===== config.mk =====
export PLATFORM = sky130hd
export DESIGN_NAME = cdc_bus_tx_ctrl_flat
export DESIGN_NICKNAME = d
export VERILOG_FILES = /design/src/rtl/cdc_bus_tx_ctrl_if.sv /design/src/rtl/cdc_bus_tx_ctrl.sv /design/src/flat_wrapper.sv
export SDC_FILE = /design/constraint.sdc
export NUM_CORES = 1
export LEC_CHECK = 0
export CAP_MARGIN = 20
export CELL_PAD_IN_SITES_DETAIL_PLACEMENT = 1
export CELL_PAD_IN_SITES_GLOBAL_PLACEMENT = 1
export CORE_MARGIN = 5
export CORE_UTILIZATION = 31
export CTS_CLUSTER_SIZE = 25
export DETAILED_ROUTE_END_ITERATION = 10
export PLACE_DENSITY_LB_ADDON = 0.08
export SLEW_MARGIN = 20
export SYNTH_ARGS = -nofsm -noshare
export SYNTH_HDL_FRONTEND = slang
export SYNTH_SLANG_ARGS = --single-unit

===== constraint.sdc =====
create_clock -name CLK -period 1.8 [get_ports CLK]
set_input_delay 0.45 -clock CLK [delete_from_list [all_inputs] [get_ports CLK]]
set_output_delay 0.45 -clock CLK [all_outputs]
set_load 0.03 [all_outputs]

===== src/rtl/cdc_bus_tx_ctrl_if.sv =====
// Bundle between the source-domain requesters, the transmit controller and
// the destination synchronizer.
//
// Handshake: a requester raises reqN_valid with reqN_data and holds both
// until it sees reqN_ready high on a rising CLK edge; that edge transfers the
// word. reqN_ready is combinational and only ever high in the cycle the
// controller accepts the word. A valid that drops before ready is simply
// ignored. Async_bus/bus_EN form a level-enable bus: the bus is stable for
// the whole time bus_EN is high and for the gap after it.
interface cdc_bus_tx_ctrl_if #(
    parameter int Width = 8
);
    logic             req0_valid;
    logic [Width-1:0] req0_data;
    logic             req0_ready;
    logic             req1_valid;
    logic [Width-1:0] req1_data;
    logic             req1_ready;
    logic [Width-1:0] Async_bus;
    logic             bus_EN;
    logic             busy;
    logic             grant_id;
    logic [1:0]       state_dbg;

    // Controller side: takes requests, drives the synchronizer bus.
    modport master (
        input  req0_valid, req0_data, req1_valid, req1_data,
        output req0_ready, req1_ready, Async_bus, bus_EN, busy, grant_id,
        state_dbg
    );

    // Requester / observer side.
    modport slave (
        output req0_valid, req0_data, req1_valid, req1_data,
        input  req0_ready, req1_ready, Async_bus, bus_EN, busy, grant_id,
        state_dbg
    );
endinterface


===== src/rtl/cdc_bus_tx_ctrl.sv =====
// Source-domain transmit controller for a level-enable data synchronizer.
// Two requesters are arbitrated round-robin; each accepted word is placed on
// Async_bus and announced by holding bus_EN high for HIGH_CYCLES cycles,
// followed by at least LOW_CYCLES GAP cycles plus the next IDLE accept cycle
// with bus_EN low, so the destination sees exactly one rising edge per word.
module cdc_bus_tx_ctrl #(
    parameter int Width       = 8,
    parameter int HIGH_CYCLES = 3,
    parameter int LOW_CYCLES  = 3
) (
    input logic              CLK,
    input logic              Reset,
    cdc_bus_tx_ctrl_if.master io
);

    typedef enum logic [1:0] {
        IDLE = 2'd0,
        HIGH = 2'd1,
        GAP  = 2'd2
    } state_t;

    localparam logic [3:0] HighInit = 4'(HIGH_CYCLES - 1);
    localparam logic [3:0] LowInit  = 4'(LOW_CYCLES - 1);

    state_t           state_q, state_d;
    logic [3:0]       cnt_q, cnt_d;
    logic             last_q, last_d;
    logic [Width-1:0] bus_q, bus_d;
    logic             en_q, en_d;
    logic             gid_q, gid_d;

    logic             any_valid;
    logic             sel;
    logic [Width-1:0] sel_data;

    // Round-robin choice: a lone requester wins; on a tie the one that did
    // not win last time goes first.
    always_comb begin
        any_valid = io.req0_valid | io.req1_valid;
        if (io.req0_valid && io.req1_valid) begin
            sel = ~last_q;
        end else begin
            sel = io.req1_valid;
        end
        sel_data = sel ? io.req1_data : io.req0_data;
    end

    // Next-state and handshake logic; ready only exists in IDLE.
    always_comb begin
        state_d       = state_q;
        cnt_d         = cnt_q;
        last_d        = last_q;
        bus_d         = bus_q;
        en_d          = en_q;
        gid_d         = gid_q;
        io.req0_ready = 1'b0;
        io.req1_ready = 1'b0;
        case (state_q)
            IDLE: begin
                if (any_valid) begin
                    io.req0_ready = ~sel;
                    io.req1_ready = sel;
                    bus_d         = sel_data;
                    en_d          = 1'b1;
                    gid_d         = sel;
                    last_d        = sel;
                    cnt_d         = HighInit;
                    state_d       = HIGH;
                end
            end
            HIGH: begin
                if (cnt_q != 4'd0) begin
                    cnt_d = cnt_q - 4'd1;
                end else begin
                    en_d    = 1'b0;
                    cnt_d   = LowInit;
                    state_d = GAP;
                end
            end
            GAP: begin
                if (cnt_q != 4'd0) begin
                    cnt_d = cnt_q - 4'd1;
                end else begin
                    state_d = IDLE;
                end
            end
            default: begin
                en_d    = 1'b0;
                cnt_d   = 4'd0;
                state_d = IDLE;
            end
        endcase
    end

    // State and output registers; reset drops bus_EN without a clock.
    always_ff @(posedge CLK or negedge Reset) begin
        if (!Reset) begin
            state_q <= IDLE;
            cnt_q   <= 4'd0;
            last_q  <= 1'b1;
            bus_q   <= '0;
            en_q    <= 1'b0;
            gid_q   <= 1'b0;
        end else begin
            state_q <= state_d;
            cnt_q   <= cnt_d;
            last_q  <= last_d;
            bus_q   <= bus_d;
            en_q    <= en_d;
            gid_q   <= gid_d;
        end
    end

    assign io.Async_bus = bus_q;
    assign io.bus_EN    = en_q;
    assign io.grant_id  = gid_q;
    assign io.busy      = (state_q != IDLE);
    assign io.state_dbg = state_q;

endmodule


===== src/flat_wrapper.sv =====
// flat-port wrapper written by rule: the top's interface ports become plain ports
module cdc_bus_tx_ctrl_flat 
#(
    parameter int Width       = 8,
    parameter int HIGH_CYCLES = 3,
    parameter int LOW_CYCLES  = 3
)
  (CLK, Reset, io_req0_valid, io_req0_data, io_req1_valid, io_req1_data, io_req0_ready, io_req1_ready, io_Async_bus, io_bus_EN, io_busy, io_grant_id, io_state_dbg);
  cdc_bus_tx_ctrl_if #(.Width(Width)) io_i ();
  input logic CLK;
  input logic Reset;
  input wire logic [$bits(io_i.req0_valid)-1:0] io_req0_valid;
  input wire logic [$bits(io_i.req0_data)-1:0] io_req0_data;
  input wire logic [$bits(io_i.req1_valid)-1:0] io_req1_valid;
  input wire logic [$bits(io_i.req1_data)-1:0] io_req1_data;
  output wire logic [$bits(io_i.req0_ready)-1:0] io_req0_ready;
  output wire logic [$bits(io_i.req1_ready)-1:0] io_req1_ready;
  output wire logic [$bits(io_i.Async_bus)-1:0] io_Async_bus;
  output wire logic [$bits(io_i.bus_EN)-1:0] io_bus_EN;
  output wire logic [$bits(io_i.busy)-1:0] io_busy;
  output wire logic [$bits(io_i.grant_id)-1:0] io_grant_id;
  output wire logic [$bits(io_i.state_dbg)-1:0] io_state_dbg;
  assign io_i.req0_valid = io_req0_valid;
  assign io_i.req0_data = io_req0_data;
  assign io_i.req1_valid = io_req1_valid;
  assign io_i.req1_data = io_req1_data;
  assign io_req0_ready = io_i.req0_ready;
  assign io_req1_ready = io_i.req1_ready;
  assign io_Async_bus = io_i.Async_bus;
  assign io_bus_EN = io_i.bus_EN;
  assign io_busy = io_i.busy;
  assign io_grant_id = io_i.grant_id;
  assign io_state_dbg = io_i.state_dbg;
  cdc_bus_tx_ctrl #(.Width(Width), .HIGH_CYCLES(HIGH_CYCLES), .LOW_CYCLES(LOW_CYCLES)) u_core (.CLK(CLK), .Reset(Reset), .io(io_i));
endmodule

Figure 1. The metal 2 layer (run 1).
Scale: 8 px per um. Cells faint in the background.
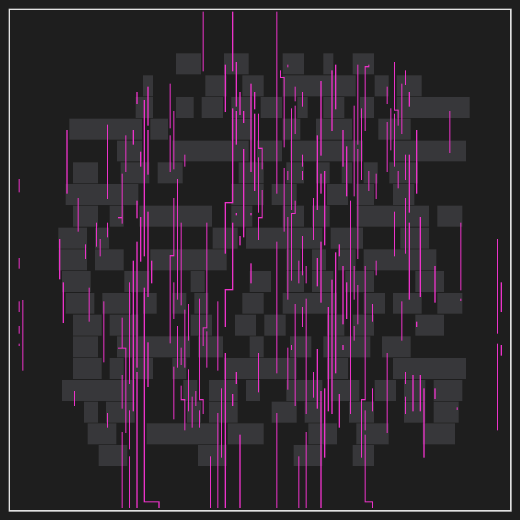
wire length on this layer: 1260 um
main direction: vertical
share of all routed wire: 49%
nets with wire on the layer: 139
vias post-DR: 852
WL final: 2570 um

Figure 2. I/O pins on the die edge (run 1).
Scale: 8 px per um. Pins as bars across the die edge, other pins in gray.
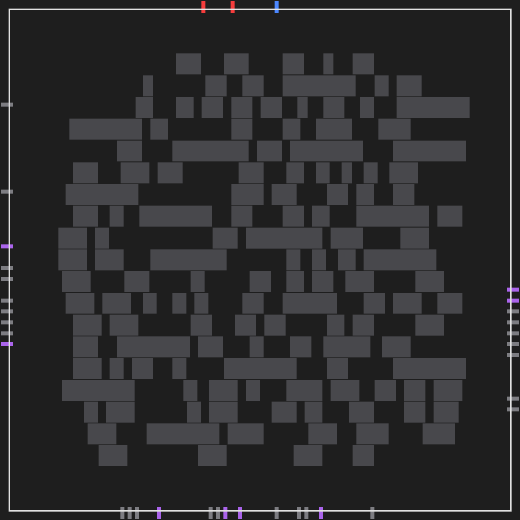
| color | port | pins | direction | edge |
|---|---|---|---|---|
| red | io_state_dbg | 2 | output | top |
| blue | io_req0_valid | 1 | input | top |
| purple | io_Async_bus | 8 | output | 4 bottom, 2 right, 2 left |
all pins by edge: 13 bottom, 10 left, 9 right, 3 top
DIE HEIGHT: 62.5 um
# port buffers: 34

Figure 3. Track usage over the die (run 1).
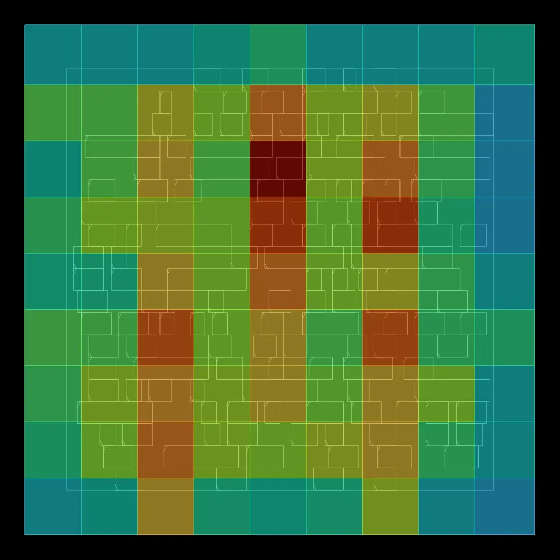
met1 Track Usage GR: 17.1%
layer with the highest usage: met2
M2 GR Usage: 23.7%

==> flow_metrics.py, run 1 <==
# Synthesis and PnR figures
metrics = {
    "yosys": {
        "ys_cells": 81,
        "yosysTopAreaCellShare_pct": 46.9,
        "yosys-stat-area_um2": 855,
        "edf_count": 0,
        "yosys-dominant-comb-family": "AND-OR/OR-AND gates",
        "synth_seq_share_pct": 49.9,
        "ys_sh_mux_pct": 7.03,
        "area_leaders": "dfrtp_1, o21ai_0, mux2i_1",
    },
    "worst_setup_path": {
        "worst_ep_arrival_time_ps": 1320,
        "worstSetupStartpoint": "u_core.last_q",
        "worstSetupPathType": "flop to output pin",
        "path_cells": "a21boi_4 > nor3_4 > buf_6",
        "critPathTopFamily": "flip-flops",
    },
    "cells_and_area": {
        "layout_top_cells": "buf_4, clkdlybuf4s50_1, o21ai_0, dfrtp_1, dlygate4sd2_1",
        "largest_reg_flops": 8,
        "antennaDiodeCount": 0,
        "area_growth_pct": 66.5,
        "largest_class": "non-clock buffers",
        "logic_area_um2": 429,
        "post-route-util_pct": 52.5,
        "instances_no_fill": 166,
        "inv_count": 3,
    },
    "floorplanning": {
        "core_mm2": 0.00271,
        "fp-utilization_pct": 31.5,
        "die-area_mm2": 0.00391,
        "num_rows": 19,
    },
    "status": {
        "status": "completed",
    },
    "final_timing": {
        "fmax_mhz": 566,
        "min_period_ps": 1770,
        "setup_tns_ps": 0,
    },
    "global_routing": {
        "grt.total_usage_pct": 14.3,
        "grt_pass1_wl_um": 4490,
        "overflow": 0,
        "antenna_found_initial": 0,
    },
    "clock_network": {
        "cts_made_buffers": 3,
        "holdBufCountCts": 0,
    },
    "power_and_ir_drop": {
        "p_sw_w": 0.00113,
        "seqPwrFrac_pct": 27.4,
        "p_leak_nw": 0.676,
        "combPwrFrac_pct": 64.0,
        "power.density_mw_per_mm2": 1770,
    },
    "detailed_routing": {
        "drt-initial-drc-count": 12,
    },
    "place": {
        "post-place-ws_ps": -353,
    },
}
## run 1: worst max path at each step
stage | depth (start not counted) | slack (ps) | to
2_1_floorplan | 4 | 20 | io_req0_ready
3_3_place_gp | 4 | -300 | io_req1_ready
3_5_place_dp | 4 | -350 | io_req1_ready
4_1_cts | 3 | -5 | io_req0_ready
5_1_grt | 3 | -50 | io_req0_ready
6_report | 3 | 30 | io_req0_ready
## run 1: per-layer routing
| layer | vias to the layer above | GRT usage [%] | part of all wire, % |
|---|---|---|---|
| met1 | 410 | 17.1 | 46 |
| met2 | 24 | 23.7 | 49 |
| li1 | 414 | - | - |
| met5 | - | 0 | 0 |
| met3 | 4 | 4.14 | 4.2 |
| met4 | 0 | 5.84 | 1.2 |
Figure 4. M3 wires (run 1).
Scale: 8 px per um. Cells faint in the background.
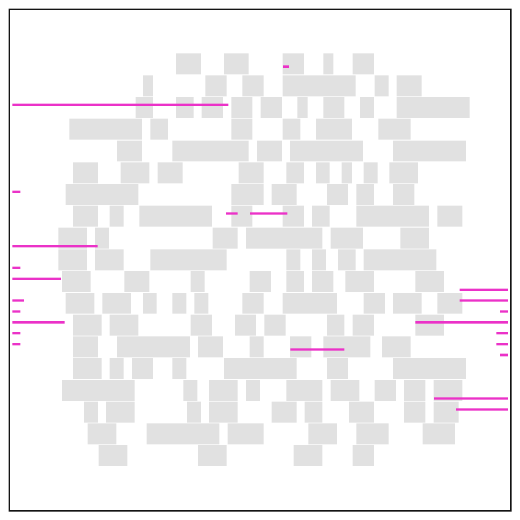

==> inputs of run 2 (changes only) <==
RECOVER_POWER = 50   (was not set)
Figure 5. M3 wires (run 2).
Scale: 8 px per um. Cells faint in the background.
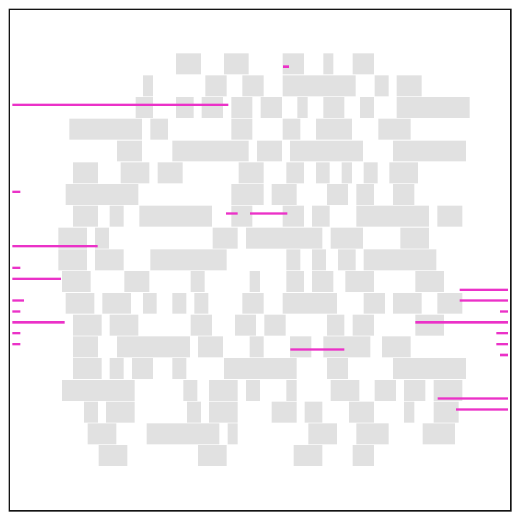
main direction: horizontal
share of all routed wire: 4.2%
wire length on this layer: 107 um
met3 Use GR: 4.14%
WL final: 2560 um

Figure 6. The metal 2 layer (run 2).
Scale: 8 px per um. Cells faint in the background.
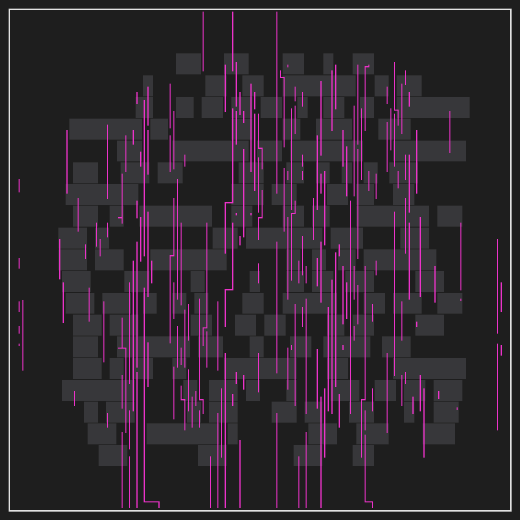
main direction: vertical
longest straight run: 26.7 um

==> run 2 against run 1 <==
Net effect:
- synthesized area stayed put
- count of clock-buffer cells in the layout stayed put
- routed wire length hardly changed
- largest cell class unchanged
- non-clock buffer count stayed put
- utilization is 0.92 points lower
- critical path type unchanged
==> flow_metrics.py, run 2 <==
# Synthesis and PnR figures
metrics = {
    "global_routing": {
        "grt_pass1_wl_um": 4490,
        "overflow": 0,
        "grt_busiest_layer": "met2",
    },
    "power_and_ir_drop": {
        "p_sw_w": 0.00113,
        "power.density_mw_per_mm2": 1780,
        "combPwrFrac_pct": 63.5,
        "p_leak_nw": 0.641,
        "seqPwrFrac_pct": 27.8,
    },
    "floorplanning": {
        "num_rows": 19,
        "die_h_um": 62.5,
        "core_mm2": 0.00271,
    },
    "worst_setup_path": {
        "worstSetupPathType": "flop to output pin",
        "worst_ep_arrival_time_ps": 1320,
    },
    "detailed_routing": {
        "wl_met1_um": 1150,
        "drt-initial-drc-count": 12,
        "vias": 852,
    },
    "yosys": {
        "area_leaders": "dfrtp_1, o21ai_0, mux2i_1",
        "ys_sh_mux_pct": 7.03,
        "yosysTopAreaCellShare_pct": 46.9,
        "edf_count": 0,
    },
    "final_timing": {
        "fmax_mhz": 566,
    },
    "cells_and_area": {
        "largest_reg_flops": 8,
        "instances_no_fill": 166,
        "inv_count": 3,
        "area_growth_pct": 63.5,
    },
    "clock_network": {
        "cts_made_buffers": 3,
    },
    "place": {
        "post-place-ws_ps": -353,
    },
    "status": {
        "status": "completed",
    },
}
Figure 7. Track usage over the die (run 2).
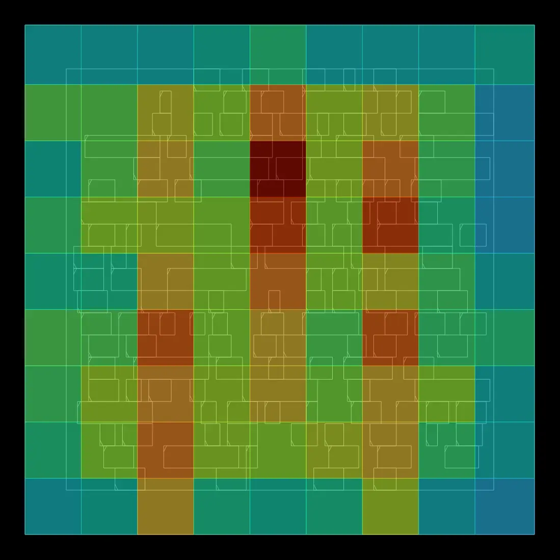
final core occ: 51.6%
Global Route Usage Sum: 14.3%
Routed wire per std cell: 15.4 um

==> run 2: cell count changes in the layout (fill, tap and decap cells not counted) <==
cell / delta
clkdlybuf4s50_1: -1
dlygate4sd3_1: +1
dlymetal6s2s_1: -2
clkbuf_1: +4
buf_4: -2
==> run 2: path summary, 6_finish.rpt <==
kind / startpoint / end / slack [ps]
max: u_core.last_q / io_req0_ready / 30
min: u_core.io.grant_id / u_core.io.grant_id / 490
max reg2reg: u_core.io.state_dbg[1] / u_core.cnt_q[3] / 140
min reg2reg: u_core.io.grant_id / u_core.io.grant_id / 490
max in group asynchronous: Reset / u_core.io.state_dbg[0] / 350
min in group asynchronous: Reset / u_core.io.grant_id / 810
==> run 2: worst max-delay path, cell delays in order (launching register included) <==
cell,delay [ps]
dfstp_2,570
a21boi_4,70
nor3_4,220
buf_6,160
